==> config.mk <==
export PLATFORM = sky130hd
export DESIGN_NAME = lcd_window_ctrl
export DESIGN_NICKNAME = d
export VERILOG_FILES = /design/src/rtl/lcd_ctrl_pkg.sv /design/src/rtl/lcd_frame_buf.sv /design/src/rtl/lcd_window_ctrl.sv
export SDC_FILE = /design/constraint.sdc
export NUM_CORES = 1
export LEC_CHECK = 0
export ABC_AREA = 1
export CAP_MARGIN = 0
export CORE_ASPECT_RATIO = 0.75
export CORE_MARGIN = 1.5
export CORE_UTILIZATION = 55
export DETAILED_ROUTE_END_ITERATION = 7
export PLACE_DENSITY_LB_ADDON = 0.1
export REMOVE_ABC_BUFFERS = 1
export SETUP_SLACK_MARGIN = 0.5
export SYNTH_ARGS = -nofsm -noshare
export SYNTH_HDL_FRONTEND = slang
export SYNTH_SLANG_ARGS = --single-unit
==> constraint.sdc <==
create_clock -name clk -period 5.5 [get_ports clk]
set_input_delay 0.825 -clock clk [delete_from_list [all_inputs] [get_ports clk]]
set_output_delay 0.825 -clock clk [all_outputs]
set_load 0.005 [all_outputs]
==> src/rtl/lcd_ctrl_pkg.sv <==
// Shared command/state encodings for the LCD window controller.
// Pure declarations; no logic, no latency, no flow control.
package lcd_ctrl_pkg;

  localparam int CMD_W = 3;

  typedef enum logic [CMD_W-1:0] {
    CMD_LOAD     = 3'd0,
    CMD_ZOOM_IN  = 3'd1,
    CMD_ZOOM_FIT = 3'd2,
    CMD_RIGHT    = 3'd3,
    CMD_LEFT     = 3'd4,
    CMD_UP       = 3'd5,
    CMD_DOWN     = 3'd6,
    CMD_MIRROR   = 3'd7
  } cmd_e;

  typedef enum logic [1:0] {IDLE, LOAD, SETUP, OUT} state_e;

  typedef enum logic {MODE_FIT, MODE_ZOOM} mode_e;

endpackage

==> src/rtl/lcd_frame_buf.sv <==
// Frame store: one synchronous write port, one combinational read port; contents not reset.
// Read data follows raddr in the same cycle; no flow control.
module lcd_frame_buf #(
  parameter int DW    = 8,
  parameter int DEPTH = 108,
  parameter int AW    = 7
) (
  input  logic          clk,
  input  logic          we,
  input  logic [AW-1:0] waddr,
  input  logic [DW-1:0] wdata,
  input  logic [AW-1:0] raddr,
  output logic [DW-1:0] rdata
);

  logic [DW-1:0] mem [DEPTH];

  always_ff @(posedge clk) begin
    if (we) mem[waddr] <= wdata;
  end

  assign rdata = mem[raddr];

endmodule

==> src/rtl/lcd_window_ctrl.sv <==
// LCD view controller: loads a frame, streams a WIN x WIN zoom-fit or zoom-in view; first pixel
// one setup cycle after accept. Output held stable while out_ready is low; commands ignored while busy.
module lcd_window_ctrl
  import lcd_ctrl_pkg::*;
#(
  parameter int DW     = 8,
  parameter int IMG_W  = 12,
  parameter int IMG_H  = 9,
  parameter int WIN    = 4,
  parameter int FIT_SX = 3,
  parameter int FIT_SY = 2,
  parameter int FIT_OX = 1,
  parameter int FIT_OY = 1,
  parameter int ORG_X0 = 4,
  parameter int ORG_Y0 = 3
) (
  input  logic             clk,
  input  logic             reset,
  input  logic [CMD_W-1:0] cmd,
  input  logic             cmd_valid,
  input  logic [DW-1:0]    datain,
  input  logic             out_ready,
  output logic [DW-1:0]    dataout,
  output logic             output_valid,
  output logic             busy
);

  localparam int NPIX = IMG_W * IMG_H;
  localparam int AW   = (NPIX > 1) ? $clog2(NPIX) : 1;
  localparam int XW   = (IMG_W > 1) ? $clog2(IMG_W) : 1;
  localparam int YW   = (IMG_H > 1) ? $clog2(IMG_H) : 1;
  localparam int CW   = (WIN > 1) ? $clog2(WIN) : 1;

  if (FIT_OX + (WIN - 1) * FIT_SX >= IMG_W || FIT_OY + (WIN - 1) * FIT_SY >= IMG_H ||
      ORG_X0 < 0 || ORG_X0 > IMG_W - WIN || ORG_Y0 < 0 || ORG_Y0 > IMG_H - WIN) begin : g_param_err
    $error("lcd_window_ctrl: fit grid or initial origin outside the frame");
  end

  state_e          state, state_nxt;
  mode_e           mode;
  logic            mirror;
  logic [XW-1:0]   ox;
  logic [YW-1:0]   oy;
  logic [CW-1:0]   r, c, cc;
  logic [AW-1:0]   load_addr, rd_addr;
  logic [DW-1:0]   rd_data;
  logic            accept, load_last, hs, view_last;
  int              row, col;

  assign accept    = (state == IDLE) && cmd_valid;
  assign load_last = (load_addr == AW'(NPIX - 1));
  assign hs        = (state == OUT) && out_ready;
  assign view_last = (r == CW'(WIN - 1)) && (c == CW'(WIN - 1));

  always_ff @(posedge clk or posedge reset) begin
    if (reset) state <= IDLE;
    else       state <= state_nxt;
  end

  always_comb begin
    state_nxt = state;
    case (state)
      IDLE:    if (cmd_valid) state_nxt = (cmd_e'(cmd) == CMD_LOAD) ? LOAD : SETUP;
      LOAD:    if (load_last) state_nxt = SETUP;
      SETUP:   state_nxt = OUT;
      OUT:     if (hs && view_last) state_nxt = IDLE;
      default: state_nxt = IDLE;
    endcase
  end

  always_ff @(posedge clk or posedge reset) begin
    if (reset) begin
      load_addr <= '0;
      r         <= '0;
      c         <= '0;
      ox        <= XW'(ORG_X0);
      oy        <= YW'(ORG_Y0);
      mode      <= MODE_FIT;
      mirror    <= 1'b0;
    end else begin
      if (accept) begin
        load_addr <= '0;
        r         <= '0;
        c         <= '0;
        case (cmd_e'(cmd))
          CMD_ZOOM_IN:  mode <= MODE_ZOOM;
          CMD_ZOOM_FIT: begin
            mode <= MODE_FIT;
            ox   <= XW'(ORG_X0);
            oy   <= YW'(ORG_Y0);
          end
          CMD_RIGHT: if (mode == MODE_ZOOM && ox != XW'(IMG_W - WIN)) ox <= ox + XW'(1);
          CMD_LEFT:  if (mode == MODE_ZOOM && ox != '0) ox <= ox - XW'(1);
          CMD_UP:    if (mode == MODE_ZOOM && oy != '0) oy <= oy - YW'(1);
          CMD_DOWN:  if (mode == MODE_ZOOM && oy != YW'(IMG_H - WIN)) oy <= oy + YW'(1);
          CMD_MIRROR: mirror <= ~mirror;
          default: ;
        endcase
      end
      if (state == LOAD) begin
        load_addr <= load_addr + AW'(1);
        if (load_last) begin
          mode <= MODE_FIT;
          ox   <= XW'(ORG_X0);
          oy   <= YW'(ORG_Y0);
        end
      end
      if (hs) begin
        if (c == CW'(WIN - 1)) begin
          c <= '0;
          r <= r + CW'(1);
        end else begin
          c <= c + CW'(1);
        end
      end
    end
  end

  // Mirroring only reorders columns inside the view; the sampled region is unchanged.
  always_comb begin
    cc = mirror ? (CW'(WIN - 1) - c) : c;
    if (mode == MODE_FIT) begin
      row = FIT_OY + int'(r) * FIT_SY;
      col = FIT_OX + int'(cc) * FIT_SX;
    end else begin
      row = int'(oy) + int'(r);
      col = int'(ox) + int'(cc);
    end
    rd_addr = AW'(row * IMG_W + col);
  end

  lcd_frame_buf #(.DW(DW), .DEPTH(NPIX), .AW(AW)) u_frame_buf (
    .clk   (clk),
    .we    (state == LOAD),
    .waddr (load_addr),
    .wdata (datain),
    .raddr (rd_addr),
    .rdata (rd_data)
  );

  assign output_valid = (state == OUT);
  assign dataout      = (state == OUT) ? rd_data : '0;
  assign busy         = (state != IDLE);

endmodule

==> images/final_placement.png <==
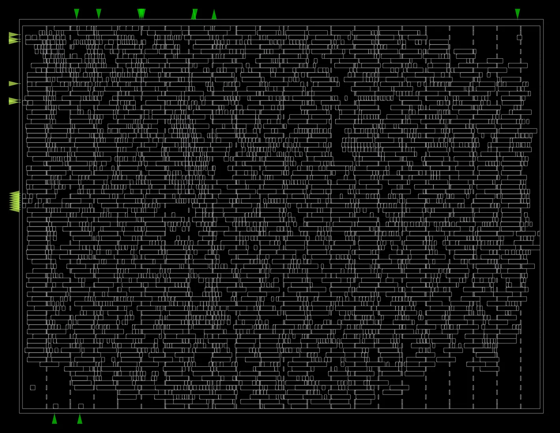
cell row count: 82
share of the core filled with cells: 62.3%
Final Non-Filler Cells: 4,195
area of the core region: 67,200 um2
FFs & Latches: 887

==> images/density.png <==
The die is cut into 31 by 23 equal tiles; black is low, pale yellow is high, 0 to 100% covered.
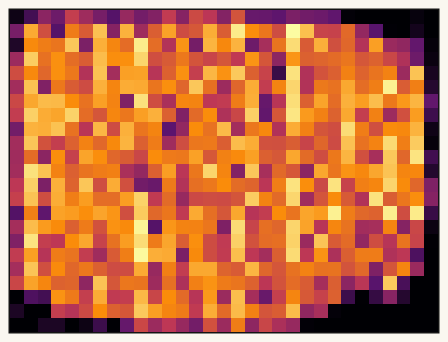
mean over tiles: 58%
emptiest ninth of the die: bottom right
fullest tile: 99%
nearly empty tiles: 6.2%
tiles over 75% full: 25%
initial cell density of the core: 56.0%

==> images/gate_families.png <==
The bar under the picture is 100 um long.
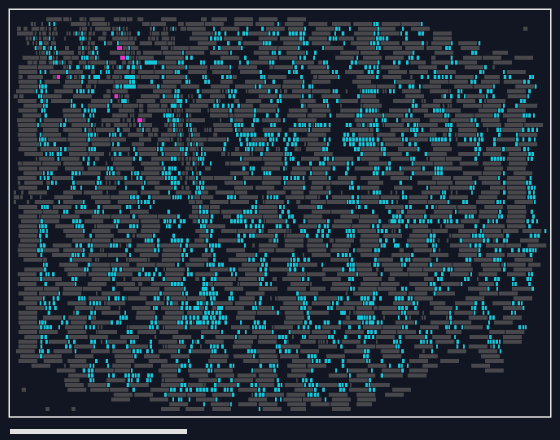
| family | color | cells | where |
|---|---|---|---|
| NAND gates | cyan | 1,817 | spread over the die |
| AND and OR gates | magenta | 5 | top left |

==> images/port_nets.png <==
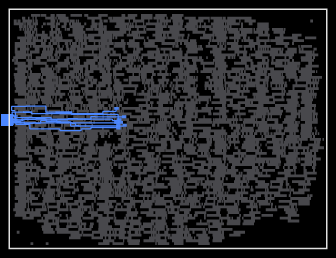
| port | color | bits | direction | end cells | wire |
|---|---|---|---|---|---|
| dataout | blue | 8 | output | 8 | 955 um |

==> impl_metrics.xml <==
<?xml version="1.0" encoding="UTF-8"?>
<metrics>
  <group name="clocking">
    <metric name="htreeDepth" unit="">3</metric>
    <metric name="clock_tree_from_tritoncts" unit="">built</metric>
    <metric name="cts_buffers" unit="">84</metric>
    <metric name="cts.root.buffer_cell" unit="">sky130_fd_sc_hd__clkbuf_16</metric>
    <metric name="clkSlewWorstSetupHoldPaths" unit="ps">70</metric>
    <metric name="clk-insertion-delay-late" unit="ps">650</metric>
  </group>
  <group name="route">
    <metric name="drt_pass1_iterations" unit="">6</metric>
    <metric name="vias" unit="">26600</metric>
    <metric name="wl" unit="mm">107</metric>
    <metric name="avgRoutedWirePerCell" unit="um">25.6</metric>
    <metric name="drtIter0Drc" unit="">4131</metric>
    <metric name="drt-vias-per-instance" unit="">6.34</metric>
  </group>
  <group name="setup_path">
    <metric name="cp-end-kind" unit="">output port</metric>
    <metric name="critPathSlowestCell" unit="">sky130_fd_sc_hd__fa_2</metric>
    <metric name="worstPathCellList" unit="">inv_1 &gt; nand2_2 &gt; and2_4 &gt; ha_4 &gt; inv_1 &gt; fa_2 &gt; nand2_2 &gt; nand3_2 &gt; o21ai_2 &gt; ha_4 &gt; inv_1 &gt; fa_2 &gt; or2_4 &gt; a21oi_2 &gt; xnor2_1 &gt; xor2_1 &gt; buf_4 &gt; buf_6 &gt; buf_6 &gt; a21oi_2 &gt; nand2_1 &gt; nand2_2 &gt; nor2_4 &gt; buf_2</metric>
    <metric name="regToRegSetupSlack" unit="ps">1840</metric>
    <metric name="slowest_delay" unit="ps">390</metric>
    <metric name="worstSetupEndpoint" unit="">dataout[5]</metric>
    <metric name="critical_path_cell_count" unit="">24</metric>
    <metric name="critPathLaunchType" unit="">flip-flop</metric>
  </group>
  <group name="global_route">
    <metric name="grt_start_max_net_pins" unit="">114</metric>
    <metric name="gr-total-overflow" unit="">0</metric>
    <metric name="antenna_found_initial" unit="">3</metric>
    <metric name="grt_util_all_layers" unit="%">30.7</metric>
  </group>
  <group name="synthesis">
    <metric name="synthTopCellsByArea" unit="">sky130_fd_sc_hd__edfxtp_1, sky130_fd_sc_hd__nand3_1, sky130_fd_sc_hd__nand2_1, sky130_fd_sc_hd__nor2_1, sky130_fd_sc_hd__dfrtp_1</metric>
    <metric name="postSynthAreaPerCell" unit="um2">11.5</metric>
    <metric name="syn-cell-area" unit="um2">37600</metric>
    <metric name="yosysWarnings" unit="">0</metric>
    <metric name="post_synth_num_cell_types" unit="">37</metric>
    <metric name="yosysChipArea" unit="um2">37600</metric>
  </group>
  <group name="flow_run">
    <metric name="max_cap_violations" unit="">0</metric>
  </group>
  <group name="place">
    <metric name="place_inst" unit="">4022</metric>
    <metric name="gp_routability_congestion" unit="">0.999</metric>
    <metric name="detailedPlacementHpwl" unit="mm">63.7</metric>
    <metric name="number_of_i_o_port_buffers" unit="">24</metric>
  </group>
  <group name="sta">
    <metric name="hold_viol_final" unit="">0</metric>
    <metric name="final.hold.worst_slack" unit="ps">617</metric>
    <metric name="finalWorstPathRequiredPeriod" unit="ps">5220</metric>
    <metric name="timing.max_slew.rel_slack" unit="%">31.5</metric>
    <metric name="fin_worst_skew" unit="ps">32.5</metric>
  </group>
  <group name="final_layout">
    <metric name="design.final.nets" unit="">3292</metric>
    <metric name="post_route_cells_drive_above_1_share" unit="%">8.87</metric>
  </group>
  <group name="status">
    <metric name="run_status" unit="">finished, final reports clean</metric>
  </group>
  <group name="floorplanning">
    <metric name="die_x_size" unit="um">305</metric>
    <metric name="ports" unit="">25</metric>
  </group>
  <group name="hold_path">
    <metric name="worstHoldPathType" unit="">flip-flop to flip-flop</metric>
  </group>
</metrics>
[layer usage]
layer	share of wire, %	up-vias	global-route usage (%)	wire length [um]
li1	-	11800	-	-
met1	43	12900	47.5	45800
met2	42	1691	42.8	45400
met3	13	211	7.99	13500
met4	2.6	4	8.34	2770
met5	0.020	-	0	22
[worst min-delay path by stage]
stage / cells after the start / startpoint / endpoint
floorplan: 1 / mirror / mirror
global placement: 1 / mirror / mirror
detailed placement: 1 / mirror / mirror
CTS: 2 / c[1] / c[1]
global route: 2 / c[1] / c[1]
finish: 2 / c[1] / c[1]
[cells by family (layout without fill, tap and decap cells)]
family | Yosys count | count (layout) | synth area share, %
AND-OR/OR-AND | 84 | 84 | 1.26
XOR/XNOR | 9 | 9 | 0.209
adder cells (fa/ha/maj) | 28 | 28 | 1.01
buffers and inverters | 295 | 330 | 3.51
flip-flops | 887 | 887 | 70.5
AND/OR/NAND/NOR | 1975 | 1975 | 23.6
[sequential cells by signal, indices dropped and copies added (netlist names)]
signal / flops
oy: 4
r: 2
load_addr: 7
ox: 4
c: 2
mode: 1
mirror: 1
u_frame_buf.mem: 864
state: 2
[timing repair]
| action | in CTS | in global routing |
|---|---|---|
| pin swaps | 25 | 17 |
| hold buffers | 0 | 0 |
| gates resized | 109 | 15 |
| gates cloned | 2 | 0 |
| endpoints found under the setup margin | 8 | 8 |
| setup buffers | 15 | 6 |
[cells in the mapped netlist, drive strengths merged]
| master | count |
|---|---|
| a211oi | 2 |
| a21oi | 37 |
| a221oi | 2 |
| a31oi | 5 |
| and2 | 1 |
| buf | 136 |
| clkbuf | 91 |
| clkinv | 1 |
| dfrtp | 20 |
| dfstp | 3 |
| edfxtp | 864 |
| fa | 4 |
| ha | 24 |
| inv | 67 |
| nand2 | 690 |
| nand3 | 1123 |
| nand4 | 4 |
| nor2 | 147 |
| nor3 | 6 |
| o211ai | 3 |
| o21ai | 25 |
| o21bai | 1 |
| o221ai | 3 |
| o22ai | 4 |
| o311ai | 1 |
| o32ai | 1 |
| or2 | 4 |
| xnor2 | 3 |
| xor2 | 6 |
[worst reg2reg max path: stages, from the launching register on]
cell and delay, ps:
sky130_fd_sc_hd__dfrtp_1 400, sky130_fd_sc_hd__inv_1 140, sky130_fd_sc_hd__ha_1 460, sky130_fd_sc_hd__inv_1 210
sky130_fd_sc_hd__nor2_1 320, sky130_fd_sc_hd__nand3_2 780, sky130_fd_sc_hd__nor2_1 980
[final cells by class]
type	instances	share of cell area [%]
Multi-Input combinational cell	2096	24.5
Clock buffer	105	5.34
Sequential cell	887	63.4
Clock inverter	45	0.730
Tap cell	882	2.64
Timing Repair Buffer	112	2.78
Inverter	68	0.661
[per-stage QoR]
stage | TNS (ps) | worst slack [ps]
floorplan | -57400 | -7180
global placement | 0 | 235
detailed placement | 0 | 187
CTS | 0 | 311
global route | 0 | 156
finish | 0 | 276
